### config.mk
export PLATFORM = sky130hd
export DESIGN_NAME = mult_seq_unit
export DESIGN_NICKNAME = d
export VERILOG_FILES = /design/src/rtl/mult_seq_unit.sv
export SDC_FILE = /design/constraint.sdc
export NUM_CORES = 1
export LEC_CHECK = 0
export ABC_CLOCK_PERIOD_IN_PS = 3900
export CAP_MARGIN = 15
export CORE_UTILIZATION = 50
export CTS_CLUSTER_DIAMETER = 150
export DETAILED_ROUTE_END_ITERATION = 10
export HOLD_SLACK_MARGIN = 0.1
export PLACE_DENSITY = 0.74
export SLEW_MARGIN = 10
export SYNTH_ARGS = -nofsm -noshare
export SYNTH_HDL_FRONTEND = slang
export SYNTH_SLANG_ARGS = --single-unit
### constraint.sdc
create_clock -name clk -period 3.9 [get_ports clk]
set_input_delay 0.78 -clock clk [delete_from_list [all_inputs] [get_ports clk]]
set_output_delay 0.78 -clock clk [all_outputs]
set_load 0.005 [all_outputs]
### src/rtl/mult_seq_unit.sv
// Sequential 32x32 shift-add multiplier (signed/unsigned) with a busy/done handshake.
// Each start produces the 64-bit product in hi/lo exactly 33 cycles later.
module mult_seq_unit (
  input  logic        clk,
  input  logic        rst_n,
  input  logic        start,
  input  logic        is_signed,
  input  logic [31:0] op_a,
  input  logic [31:0] op_b,
  output logic        busy,
  output logic        done,
  output logic [31:0] hi,
  output logic [31:0] lo
);

  typedef enum logic [1:0] {
    IDLE = 2'd0,
    RUN  = 2'd1,
    FIX  = 2'd2
  } state_t;

  state_t      state_q;
  logic [31:0] mcand_q;
  logic [31:0] acc_hi_q;
  logic [31:0] acc_lo_q;
  logic [4:0]  count_q;
  logic        neg_q;
  logic        busy_q;
  logic        done_q;
  logic [31:0] hi_q;
  logic [31:0] lo_q;

  logic [31:0] abs_a_d;
  logic [31:0] abs_b_d;
  logic [32:0] sum_d;
  logic [63:0] prod_d;

  // Magnitudes: 0x80000000 negates to itself, which is the correct unsigned magnitude.
  always_comb begin
    abs_a_d = (is_signed && op_a[31]) ? (~op_a + 32'd1) : op_a;
    abs_b_d = (is_signed && op_b[31]) ? (~op_b + 32'd1) : op_b;
    sum_d   = acc_lo_q[0] ? ({1'b0, acc_hi_q} + {1'b0, mcand_q}) : {1'b0, acc_hi_q};
    prod_d  = neg_q ? (~{acc_hi_q, acc_lo_q} + 64'd1) : {acc_hi_q, acc_lo_q};
  end

  always_ff @(posedge clk or negedge rst_n) begin
    if (!rst_n) begin
      state_q  <= IDLE;
      mcand_q  <= '0;
      acc_hi_q <= '0;
      acc_lo_q <= '0;
      count_q  <= '0;
      neg_q    <= 1'b0;
      busy_q   <= 1'b0;
      done_q   <= 1'b0;
      hi_q     <= '0;
      lo_q     <= '0;
    end else begin
      case (state_q)
        IDLE: begin
          done_q <= 1'b0;
          if (start) begin
            mcand_q  <= abs_a_d;
            acc_hi_q <= '0;
            acc_lo_q <= abs_b_d;
            neg_q    <= is_signed & (op_a[31] ^ op_b[31]);
            count_q  <= '0;
            busy_q   <= 1'b1;
            state_q  <= RUN;
          end
        end
        RUN: begin
          // Carry-out of the add becomes the new MSB of the partial product.
          {acc_hi_q, acc_lo_q} <= {sum_d, acc_lo_q[31:1]};
          count_q              <= count_q + 5'd1;
          if (count_q == 5'd31) begin
            state_q <= FIX;
          end
        end
        FIX: begin
          hi_q    <= prod_d[63:32];
          lo_q    <= prod_d[31:0];
          done_q  <= 1'b1;
          busy_q  <= 1'b0;
          count_q <= '0;
          state_q <= IDLE;
        end
        default: begin
          state_q <= IDLE;
          busy_q  <= 1'b0;
          done_q  <= 1'b0;
        end
      endcase
    end
  end

  assign busy = busy_q;
  assign done = done_q;
  assign hi   = hi_q;
  assign lo   = lo_q;

endmodule
final_congestion.png
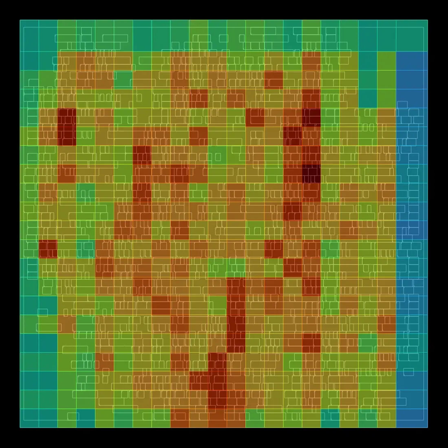
met3 usage: 0.0345
fin util: 0.617
GR Layer Usage met1: 0.398
gr busiest metal: met1
M2 GR Usage: 0.378

pins.png
Pins as bars across the die edge, other pins in gray.
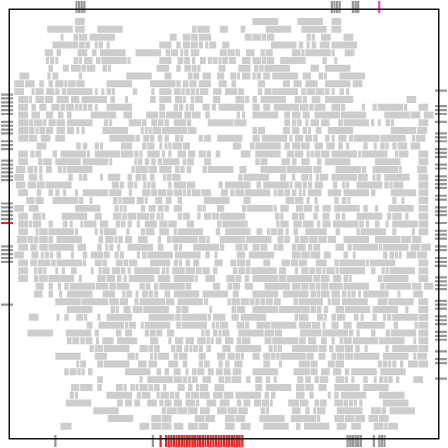
Magenta shows clk, pins 1, direction input, edge north. Red shows op_b, pins 32, direction input, edge 31 south, 1 west.
All pins by edge: 48 east, 43 south, 31 west, 12 north.

metal_stack.png
The bar under the picture is 50 um long.
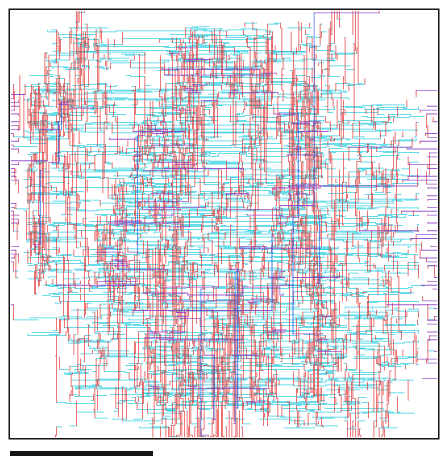
Red shows met2, wire length 11900 um. Cyan shows met1, wire length 14100 um. Blue shows met4, wire length 457 um. Purple shows met3, wire length 1450 um.
per-cell routed wire length: 17.0 um
via count: 9591
WL final: 27900 um
Tot GR Track Use: 0.260

met4.png
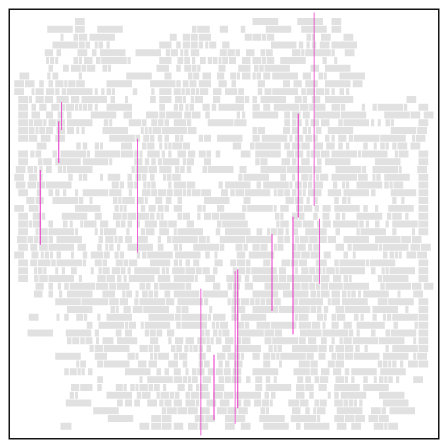
The layer holds 1.6% of the routed length. The layer carries 457 um of wire. The wires run mostly vertical. The longest straight run is 67.3 um.

==> impl_metrics.py <==
# Synthesis and PnR figures
metrics = {
    "cells_and_area": {
        "combGateArea_um2": 6280,
        "drive_gt1_frac": 0.0533,
        "fillers": 1841,
        "buf_share": 0.115,
        "stdcell_area_um2": 13100,
        "lay_top_cells": "o21ai_0, nand2_1, dfrtp_1, clkdlybuf4s50_1, xor2_1",
        "nClkBuffers": 19,
        "fin_nets": 1463,
        "seq_cell_count": 170,
        "stdcell_count": 1646,
        "area_growth_pct": 19.9,
        "sh_seq_area": 0.326,
        "dominant-cell-class": "multi-input combinational cells",
    },
    "critical_path": {
        "r2r-end": "hi[30]$_DFFE_PN0P_",
        "crit_cells": 10,
        "worstPathArrival_ps": 3590,
        "slowest_stage": "or4b_4",
        "reg2reg_from": "acc_lo_q[0]$_DFFE_PN0P_",
        "worstSetupEndpointType": "flop",
        "cp_max_fo": 8,
    },
    "route": {
        "highest_layer": "met4",
        "wl_met3_um": 1450,
        "drt_iter0_drc": 742,
        "drtPass1Iterations": 7,
        "drcViolationCount": 0,
        "wl_met1_um": 14100,
    },
    "final_timing": {
        "clock.fmax_mhz": 303,
        "fin_ws_ps": 605,
        "fin_crit_sh": 0.845,
        "final.setup.tns_ps": 0,
    },
    "die": {
        "rows": 53,
        "dieHeight_um": 150,
        "die_area_um2": 22400,
        "io_pins": 134,
        "fp-utilization": 0.515,
        "tap_cells": 275,
        "core-area_um2": 21200,
    },
    "clock_tree": {
        "holdBufCountCts": 0,
        "cts-buffers-inserted": 17,
        "cts_resized": 0,
        "insertion_delay_ps": 440,
        "post_cts_buffers": 0,
        "clk_path_buf_depth": 2,
    },
    "logic_synthesis": {
        "numSynthFlops": 170,
        "synth.top_cell.area_share": 0.391,
        "async_flop_share": 1.00,
        "top_cell": "o21ai_0",
        "simple_gate_share": 0.175,
        "compound_area_frac": 0.230,
        "fp_nets": 1373,
        "ys_chip_area_um2": 10900,
        "yosysWarnings": 0,
    },
    "power": {
        "p_switching_mw": 4.22,
        "power.internal_mw": 5.22,
        "p_leak_nw": 5.37,
        "p_clk_frac": 0.183,
        "power.group.top": "combinational cells",
        "seqPwrFrac": 0.350,
        "p_clk_mw": 1.73,
        "power_density_nw_per_um2": 723,
        "p_comb_frac": 0.467,
        "swShare": 0.447,
        "seq-power_mw": 3.30,
        "peakVddDrop_mv": 0.387,
    },
    "outcome": {
        "status": "completed",
    },
    "hold_path": {
        "hold_path.class": "input port to asynchronous set/reset pin",
    },
    "placed_design": {
        "place_congestion": 0.947,
        "dp_worst_setup_slack_ps": 170,
    },
}
Power is estimated from default activity; no workload was simulated.
